--- src/rtl/fpu_op_scheduler.sv ---
// fpu_op_scheduler
// Shares one fixed-latency add/mul datapath between two requesters (A and B).
// Each requester has a result FIFO of DEPTH entries. A credit counter per
// requester covers the ops it has in flight plus its FIFO occupancy, so a
// result always finds a free slot when it comes back.
//
// Ports
//   clk, reset               clock, synchronous active-high reset
//   {a,b}_valid/ready        operation handshake (ready is combinational)
//   {a,b}_op, _x, _y         op (0 add, 1 mul) and IEEE-754 single operands
//   dp_valid/op/x/y          registered issue to the shared datapath
//   dp_r, dp_exc             datapath result, valid LAT cycles after dp_valid
//   {a,b}_rvalid/rready      result FIFO head handshake
//   {a,b}_r, _exc            result and exception flag at FIFO head
//   busy                     any op in flight or any FIFO non-empty
module fpu_op_scheduler #(
    parameter int LAT   = 4,
    parameter int DEPTH = 4
) (
    input  logic        clk,
    input  logic        reset,
    input  logic        a_valid,
    output logic        a_ready,
    input  logic        a_op,
    input  logic [31:0] a_x,
    input  logic [31:0] a_y,
    input  logic        b_valid,
    output logic        b_ready,
    input  logic        b_op,
    input  logic [31:0] b_x,
    input  logic [31:0] b_y,
    output logic        dp_valid,
    output logic        dp_op,
    output logic [31:0] dp_x,
    output logic [31:0] dp_y,
    input  logic [31:0] dp_r,
    input  logic        dp_exc,
    output logic        a_rvalid,
    input  logic        a_rready,
    output logic [31:0] a_r,
    output logic        a_exc,
    output logic        b_rvalid,
    input  logic        b_rready,
    output logic [31:0] b_r,
    output logic        b_exc,
    output logic        busy
);
    localparam int CW = $clog2(DEPTH + 1);
    localparam int PW = $clog2(DEPTH);

    // Requester-indexed views: index 0 = A, index 1 = B.
    logic [1:0]       req_valid, req_op, rready;
    logic [1:0][31:0] req_x, req_y;
    logic [1:0]       elig, grant, push, pop, rvalid;
    logic             sel;

    logic             dp_valid_q, dp_valid_d, dp_op_q, dp_op_d, dp_own_q, dp_own_d;
    logic [31:0]      dp_x_q, dp_x_d, dp_y_q, dp_y_d;
    logic [LAT-1:0]   tag_v_q, tag_v_d, tag_own_q, tag_own_d;
    logic             ptr_q, ptr_d;
    logic [1:0][CW-1:0] credit_q, credit_d, cnt_q, cnt_d;
    logic [1:0][PW-1:0] rd_q, rd_d, wr_q, wr_d;
    logic [1:0][DEPTH-1:0][32:0] mem_q, mem_d;

    assign req_valid = {b_valid, a_valid};
    assign req_op    = {b_op, a_op};
    assign req_x     = {b_x, a_x};
    assign req_y     = {b_y, a_y};
    assign rready    = {b_rready, a_rready};

    always_comb begin
        dp_valid_d = 1'b0;
        dp_op_d    = dp_op_q;
        dp_x_d     = dp_x_q;
        dp_y_d     = dp_y_q;
        dp_own_d   = dp_own_q;
        ptr_d      = ptr_q;
        credit_d   = credit_q;
        cnt_d      = cnt_q;
        rd_d       = rd_q;
        wr_d       = wr_q;
        mem_d      = mem_q;
        elig       = '0;
        grant      = '0;
        push       = '0;
        pop        = '0;
        rvalid     = '0;
        tag_v_d    = '0;
        tag_own_d  = '0;

        // The issue register is the stage before the tag pipe, so the tag at
        // index LAT-1 lines up with the cycle dp_r is valid.
        tag_v_d[0]   = dp_valid_q;
        tag_own_d[0] = dp_own_q;
        for (int i = 1; i < LAT; i++) begin
            tag_v_d[i]   = tag_v_q[i-1];
            tag_own_d[i] = tag_own_q[i-1];
        end

        for (int i = 0; i < 2; i++) begin
            elig[i]   = req_valid[i] && (credit_q[i] != '0) && !reset;
            rvalid[i] = (cnt_q[i] != '0);
            pop[i]    = rvalid[i] && rready[i];
            push[i]   = tag_v_q[LAT-1] && (tag_own_q[LAT-1] == i[0]);
        end

        grant[0] = elig[0] && (!elig[1] || !ptr_q);
        grant[1] = elig[1] && (!elig[0] ||  ptr_q);
        sel      = grant[1];

        if (grant != 2'b00) begin
            dp_valid_d = 1'b1;
            dp_own_d   = sel;
            dp_op_d    = req_op[sel];
            dp_x_d     = req_x[sel];
            dp_y_d     = req_y[sel];
            // Pointer names the requester that was not served.
            ptr_d      = grant[0];
        end

        for (int i = 0; i < 2; i++) begin
            case ({grant[i], pop[i]})
                2'b10:   credit_d[i] = credit_q[i] - CW'(1);
                2'b01:   credit_d[i] = credit_q[i] + CW'(1);
                default: credit_d[i] = credit_q[i];
            endcase
            if (push[i]) begin
                mem_d[i][wr_q[i]] = {dp_exc, dp_r};
                wr_d[i]           = wr_q[i] + PW'(1);
            end
            if (pop[i]) begin
                rd_d[i] = rd_q[i] + PW'(1);
            end
            case ({push[i], pop[i]})
                2'b10:   cnt_d[i] = cnt_q[i] + CW'(1);
                2'b01:   cnt_d[i] = cnt_q[i] - CW'(1);
                default: cnt_d[i] = cnt_q[i];
            endcase
        end
    end

    always_ff @(posedge clk) begin
        if (reset) begin
            dp_valid_q <= 1'b0;
            dp_op_q    <= 1'b0;
            dp_x_q     <= '0;
            dp_y_q     <= '0;
            dp_own_q   <= 1'b0;
            tag_v_q    <= '0;
            tag_own_q  <= '0;
            ptr_q      <= 1'b0;
            credit_q   <= {2{CW'(DEPTH)}};
            cnt_q      <= '0;
            rd_q       <= '0;
            wr_q       <= '0;
            mem_q      <= '0;
        end else begin
            dp_valid_q <= dp_valid_d;
            dp_op_q    <= dp_op_d;
            dp_x_q     <= dp_x_d;
            dp_y_q     <= dp_y_d;
            dp_own_q   <= dp_own_d;
            tag_v_q    <= tag_v_d;
            tag_own_q  <= tag_own_d;
            ptr_q      <= ptr_d;
            credit_q   <= credit_d;
            cnt_q      <= cnt_d;
            rd_q       <= rd_d;
            wr_q       <= wr_d;
            mem_q      <= mem_d;
        end
    end

    assign a_ready  = grant[0];
    assign b_ready  = grant[1];
    assign dp_valid = dp_valid_q;
    assign dp_op    = dp_op_q;
    assign dp_x     = dp_x_q;
    assign dp_y     = dp_y_q;

    // Heads are masked so an empty FIFO always presents zero.
    assign a_rvalid = rvalid[0];
    assign a_r      = rvalid[0] ? mem_q[0][rd_q[0]][31:0] : '0;
    assign a_exc    = rvalid[0] && mem_q[0][rd_q[0]][32];
    assign b_rvalid = rvalid[1];
    assign b_r      = rvalid[1] ? mem_q[1][rd_q[1]][31:0] : '0;
    assign b_exc    = rvalid[1] && mem_q[1][rd_q[1]][32];

    assign busy = dp_valid_q || (tag_v_q != '0) || (rvalid != 2'b00);
endmodule

--- config.mk ---
export PLATFORM = sky130hd
export DESIGN_NAME = fpu_op_scheduler
export DESIGN_NICKNAME = d
export VERILOG_FILES = /design/src/rtl/fpu_op_scheduler.sv
export SDC_FILE = /design/constraint.sdc
export NUM_CORES = 1
export LEC_CHECK = 0
export ABC_AREA = 0
export CAP_MARGIN = 20
export CORE_ASPECT_RATIO = 0.8
export CORE_MARGIN = 2
export CORE_UTILIZATION = 30
export DETAILED_ROUTE_END_ITERATION = 16
export GPL_ROUTABILITY_DRIVEN = 0
export SYNTH_ARGS = -nofsm -noshare
export SYNTH_HDL_FRONTEND = slang
export SYNTH_SLANG_ARGS = --single-unit
--- constraint.sdc ---
create_clock -name clk -period 4.6 [get_ports clk]
set_clock_uncertainty 0.1 [all_clocks]
set_input_delay 0.46 -clock clk [delete_from_list [all_inputs] [get_ports clk]]
set_output_delay 0.46 -clock clk [all_outputs]
set_load 0.03 [all_outputs]
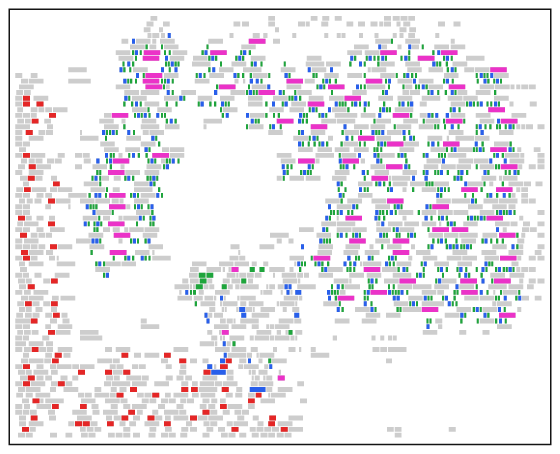
run_1/gates.png
Key: blue = aoi and oai cells [cells 283]; red = non-inverting ao/oa cells [cells 68]; green = nand cells [cells 542]; magenta = mux cells [cells 69]

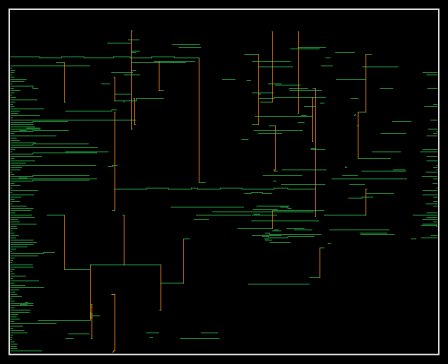
run_1/layers.png
Only two layers are drawn.
Key: orange = M4 [wire length 844 µm]; green = M3 [wire length 3580 µm]

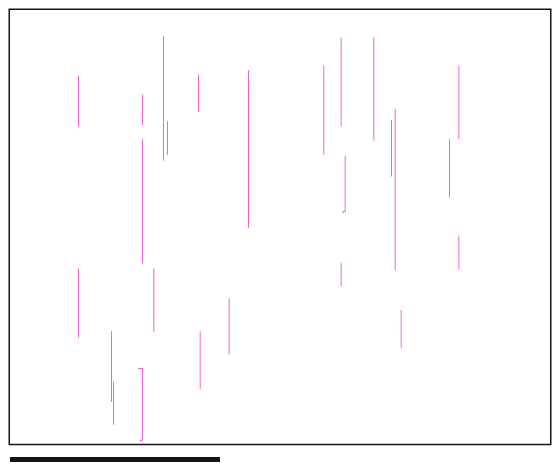
run_1/m4.png
The bar under the picture is 100 µm long.
The layer holds 1.7% of the routed length. 13 nets have wire on it. The wires run mostly vertical. The layer carries 844 µm of wire. The longest straight run is 76.8 µm.
Routed WL: 48700 µm
total number of vias: 13.1k

run 1: flip-flops by register name, summed over array words and instances, names as in the netlist:
signal and count:
mem_q 264, dp_x 32, dp_y 32, cnt_q 6, credit_q 6, rd_q 4
tag_own_q 4, tag_v_q 4, wr_q 4, dp_op 1, dp_own_q 1, dp_valid 1
ptr_q 1
run 1: per-stage QoR:
step           total power [µW]  cell area (µm²)  worst slack [ns]
6_report                   7440            20100              1.10
5_1_grt                    7730            20100              1.02
4_1_cts                    7540            20000              1.02
3_5_place_dp               4170            18700              1.63
3_3_place_gp               4160            18700              1.63
2_1_floorplan              3790            15400              2.25
run 1: kinds of logic (layout without fill, tap and decap cells):
| group | Yosys count | after routing | synth area share (%) |
|---|---|---|---|
| multiplexers | 69 | 69 | 9.85 |
| flip-flops | 360 | 360 | 46.8 |
| buffers and inverters | 203 | 416 | 5.92 |
| adder cells (fa/ha/maj) | 16 | 16 | 1.50 |
| AND/OR/NAND/NOR | 718 | 718 | 21.3 |
| AND-OR/OR-AND | 351 | 351 | 13.8 |
| XOR/XNOR | 14 | 14 | 0.796 |
run 1: worst reg2reg max path: cells and delay by family (launching register included):
| kind | cells | cell delay (ns) |
|---|---|---|
| compound gates | 1 | 0.11 |
| simple gates | 2 | 1.27 |
| flops | 1 | 0.73 |
run 1: cell usage in the layout (no fill, tap or decap), types with 5 or more instances in the layout:
master / instances
nand2_1: 530
dfxtp_1: 356
clkdlybuf4s50_1: 304
a21oi_1: 270
nor2b_1: 75
mux4_2: 66
nor4b_1: 65
a221o_1: 65
clkbuf_16: 42
inv_1: 21
nor2_1: 19
buf_4: 14
xor2_1: 12
ha_1: 12
clkbuf_1: 11
clkbuf_8: 6
or3_1: 5
o21ai_0: 5
clkinv_2: 5
==> impl_metrics.json, run 1 <==
{
  "ys_chip_area_um2": 15400,
  "htreeDepth": 2,
  "top_layer_used": "met4",
  "ys.flops": 360,
  "ys.flop_type": "dfxtp_1",
  "bufAreaShareNonClock_pct": 16.1,
  "routed-wl-met2_um": 23100,
  "r2r_slack_ns": 2.21,
  "seq_share_pct": 35.9,
  "pwr.group.clock_uw": 3340,
  "dp.cells": 2554,
  "status": "finished clean",
  "startpoint_type": "register",
  "ff_count": 360,
  "drc": 0,
  "grt_pass1_vias": 13059,
  "setup.worst_path.start": "rd_q[3]",
  "enable_flop_cells": 0,
  "final_cells": 2628,
  "grt_start_max_net_pins": 198,
  "crit_fanout": 34,
  "path_cells": "mux4_2 -> nor2b_1 -> clkdlybuf4s50_1",
  "wl_met3_um": 3580,
  "cp_top_family": "flip-flops",
  "fin_crit_sh_pct": 76.1,
  "drt_iter0_drc": 763,
  "clock_buffers": 59,
  "numCtsBuffers": 40,
  "ant_nets": 0,
  "ios": 306,
  "p_clk_share_pct": 44.8,
  "rsz0062_at_grt": "no",
  "p_seq_uw": 3280,
  "rows": 74,
  "comb.multi_input.count": 1168,
  "firstDrtPassIters": 5,
  "hold_path_depth": 2,
  "yosysWarnings": 0,
  "cp-end-kind": "primary output",
  "syn2layout_area_growth_pct": 30.5,
  "cts_root_buf": "clkbuf_16",
  "setup_viol": 0,
  "inverters": 21,
  "reg2reg_depth": 3,
  "final-seq-area_um2": 7210,
  "cts_hold_buf": 0,
  "synth_cells": 1731,
  "fin_crit_ns": 3.50,
  "seq_power_share_pct": 44.0,
  "area_leaders": "dfxtp_1 47%, nand2_1 13%, mux4_2 9.7%"
}
run_1/congestion_map.png
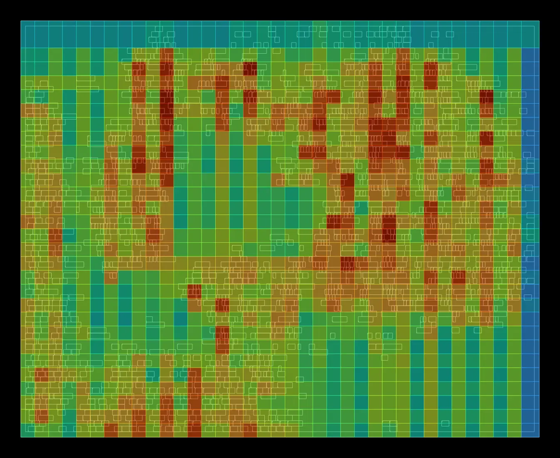

==> inputs of run 2 (changes only) <==
==> constraint.sdc (replaced) <==
create_clock -name clk -period 3.4 [get_ports clk]
set_clock_uncertainty 0.1 [all_clocks]
set_input_delay 0.34 -clock clk [delete_from_list [all_inputs] [get_ports clk]]
set_output_delay 0.34 -clock clk [all_outputs]
set_load 0.03 [all_outputs]
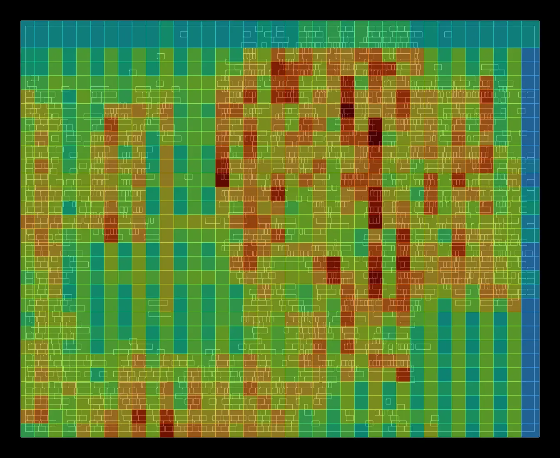
run_2/congestion_map.png
Most Crowded Layer GR: met2
fin util: 39.6%
GR Util met2: 30.0%
Total Routing Usage GR: 18.1%
met3 Usage GRT: 3.58%

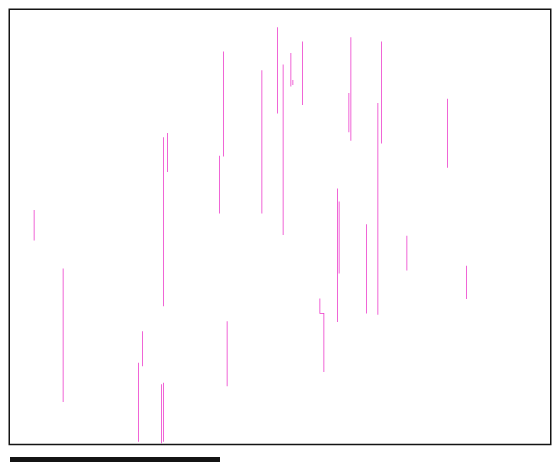
run_2/m4.png
The bar under the picture is 100 µm long.
The longest straight run is 101 µm. 17 nets have wire on it. The layer carries 1090 µm of wire.

==> run 2 against run 1 <==
  * Cell area is 0.11% higher
  * First-iteration DRC count increased by 14%
  * Sequential share of layout area barely moved
  * Largest cell class unchanged
  * Critical path type unchanged
  * Setup slack lost 0.83 ns
==> impl_metrics.json, run 2 <==
{
  "grt_start_max_net_pins": 228,
  "ys.flop_type": "dfxtp_1",
  "bufAreaShareNonClock_pct": 16.5,
  "cp_top_family": "buffers and inverters",
  "fin_crit_sh_pct": 92.1,
  "final_cells": 2629,
  "synth_cells": 1731,
  "wl_um": 49100,
  "rows": 74,
  "syn2layout_area_growth_pct": 30.6,
  "lay_top_count": "nand2_1",
  "seq_share_pct": 35.9,
  "ios": 306,
  "firstDrtPassIters": 5,
  "ant_nets": 0,
  "grt_pass1_vias": 13308,
  "path_cells": "buf_12 -> mux4_2 -> nor2b_1 -> clkdlybuf4s50_1",
  "largest_register_ffs": 264,
  "dp.cells": 2558,
  "setup_viol": 0,
  "startpoint_type": "register",
  "ys_chip_area_um2": 15400,
  "numCtsBuffers": 39,
  "fin_crit_ns": 3.13,
  "area_leaders": "dfxtp_1 47%, nand2_1 13%, mux4_2 9.7%",
  "cts_hold_buf": 0,
  "final_cell_area_um2": 20100,
  "status": "finished clean",
  "rsz0062_at_grt": "no",
  "reg2reg_depth": 8,
  "enable_flop_cells": 0,
  "cts_root_buf": "clkbuf_16",
  "ys.flops": 360,
  "cp-end-kind": "primary output",
  "placedInstanceArea_um2": 18800,
  "final-seq-area_um2": 7210,
  "top_register": "mem_q",
  "dr_total_vias": 13209
}
-- run 2: netlist changes by cell type in the layout (fill, tap and decap cells not counted) --
cell	previous run	this run
buf_12	4	9
buf_4	14	11
bufinv_16	4	2
clkbuf_1	11	13
clkbuf_16	42	39
clkbuf_8	6	10
clkinv_16	0	1
clkinv_2	5	4
clkinv_8	0	1
clkinvlp_4	1	0
inv_6	3	1
-- run 2: through the flow --
step                      total power [µW]  worst slack [ns]
after floorplan                       5120              1.05
after global placement                5640             0.656
after detailed placement              5650             0.687
after CTS                            10000             0.203
after global routing                 10200             0.147
final                                 9880             0.268
-- run 2: logic make-up after synthesis --
| family | share of synthesized area (%) |
|---|---|
| AOI/OAI and AO/OA | 13.8 |
| buffers and inverters | 5.92 |
| adders and majority gates | 1.50 |
| DFF | 46.8 |
| and+or+nand+nor | 21.3 |
| muxes | 9.85 |
| xor gates and xnor gates | 0.796 |
-- run 2: how the worst max path moves through the flow --
stage	end	from	slack, ns	cells past startpoint
floorplan	credit_q[4]	credit_q[0]	1.05	9
global placement	credit_q[4]	a_valid	0.66	9
detailed placement	credit_q[4]	a_valid	0.69	9
CTS	b_r[7]	rd_q[2]	0.20	4
global route	b_r[28]	rd_q[2]	0.15	4
finish	b_r[7]	rd_q[2]	0.27	4
-- run 2: per-layer routing --
metal / up-vias / GRT usage [%] / wire [µm]
li1: 6281 / - / -
met1: 6398 / 23.9 / 21800
met2: 462 / 30.0 / 22800
met3: 68 / 3.58 / 3430
met4: 0 / 5.56 / 1090
met5: - / 0 / 0
-- run 2: power by group through the flow --
stage	sequential [µW]	combinational, µW	clock, µW
6_report	4440	1120	4320
5_1_grt	4450	1190	4590
4_1_cts	4430	1130	4450
3_5_place_dp	4520	1130	0
3_3_place_gp	4520	1120	0
2_1_floorplan	4710	418	0
==> inputs of run 3 (changes only) <==
--- a/config.mk
+++ b/config.mk
@@ -12,6 +12,7 @@
 export CORE_UTILIZATION = 30
 export DETAILED_ROUTE_END_ITERATION = 16
 export GPL_ROUTABILITY_DRIVEN = 0
+export HOLD_SLACK_MARGIN = 0.12
 export SYNTH_ARGS = -nofsm -noshare
 export SYNTH_HDL_FRONTEND = slang
 export SYNTH_SLANG_ARGS = --single-unit
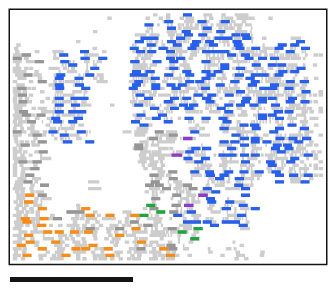
run_3/ff_map.png
The bar under the picture is 100 µm long.
Key: green = credit_q [placed flops 6, where bottom centre]; orange = dp_y [placed flops 32, where lower left]; blue = mem_q [placed flops 264]; purple = rd_q [placed flops 4]
Another 54 sequential cells are not coloured.

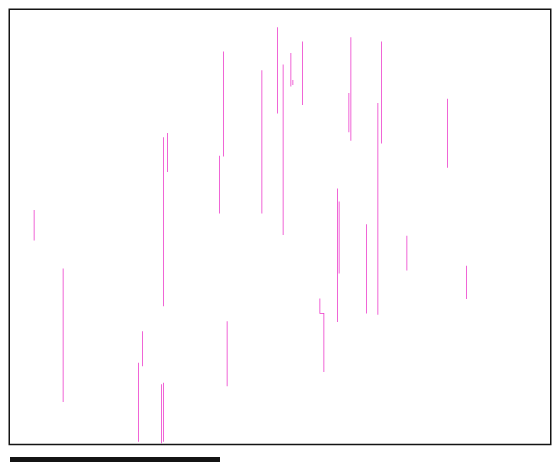
run_3/m4.png
The bar under the picture is 100 µm long.
17 nets have wire on it. The longest straight run is 101 µm. The layer holds 2.2% of the routed length. The layer carries 1090 µm of wire.
total number of vias: 13.2k
Routed WL: 49100 µm

==> run 3 against run 2 <==
  * Cell count unchanged
  * Die size did not move
  * Clock power about the same
  * Synthesized cell count unchanged
  * Sequential share of layout area unchanged
  * Non-clock buffer count is the same
  * Critical endpoint unchanged
  * Largest cell class unchanged
==> impl_metrics.json, run 3 <==
{
  "fin_util_pct": 39.6,
  "final_cell_area_um2": 20100,
  "worst_setup_path_endpoint": "b_r[7]",
  "placedInstanceArea_um2": 18800,
  "ys.flops": 360,
  "grt_start_max_net_pins": 228,
  "synth_cells": 1731,
  "grt_pass1_vias": 13308,
  "cp_top_family": "buffers and inverters",
  "layout_top_cells": "530 x nand2_1, 356 x dfxtp_1, 304 x clkdlybuf4s50_1",
  "fin_crit_sh_pct": 92.1,
  "reg2reg_depth": 8,
  "setup_viol": 0,
  "htreeDepth": 2,
  "setup.worst_path.start": "rd_q[2]",
  "ant_nets": 0,
  "enable_flop_cells": 0,
  "lay_top_count": "nand2_1",
  "area_leaders": "dfxtp_1 47%, nand2_1 13%, mux4_2 9.7%",
  "largest_register_ffs": 264,
  "worst-path-stages": 4,
  "startpoint_type": "register",
  "status": "finished clean"
}
==> run 3: cell counts after synthesis <==
No cell type changed its count.
==> run 3: worst min-delay path by stage <==
stage / start / end / slack [ns] / cells past startpoint
after detailed placement: tag_own_q[0] / tag_own_q[1] / 0.33 / 1
after CTS: reset / cnt_q[1] / 0.14 / 2
after global placement: mem_q[96] / mem_q[96] / 0.34 / 2
after floorplan: tag_own_q[0] / tag_own_q[1] / 0.31 / 1
after global routing: reset / credit_q[1] / 0.19 / 2
final: reset / cnt_q[0] / 0.19 / 2
==> run 3: report_power, final <==
group / internal [µW] / switching [µW] / total [µW]
logic: 507 / 618 / 1120
clock network: 2520 / 1810 / 4320
registers: 4340 / 90.7 / 4440
==> run 3: per-layer routing <==
layer | global-route usage (%) | part of all wire, %
met2 | 30.0 | 46
met4 | 5.56 | 2.2
met3 | 3.58 | 7.0
met1 | 23.9 | 44
met5 | 0 | 0
==> run 3: cell families after synthesis <==
group | Yosys count | share of synthesized area (%)
and+or+nand+nor | 718 | 21.3
DFF | 360 | 46.8
AOI/OAI and AO/OA | 351 | 13.8
buffers and inverters | 203 | 5.92
muxes | 69 | 9.85
adders and majority gates | 16 | 1.50
xor gates and xnor gates | 14 | 0.796
==> run 3: final cells by class <==
class                      instances  area (µm²)
multi-input combinational       1168        7340
timing repair buffer             325        3320
sequential                       360        7210
inverter                          21        78.8
clock buffer                      62        1160
fill                            4892       30700
tap                              684         856
clock inverter                     9         135
==> run 3: stage by stage <==
step	total power [µW]	worst slack, ns
2_1_floorplan	5120	1.05
3_3_place_gp	5640	0.656
3_5_place_dp	5650	0.687
4_1_cts	10000	0.203
5_1_grt	10200	0.147
6_report	9880	0.268
Power and IR drop assume default switching activity.
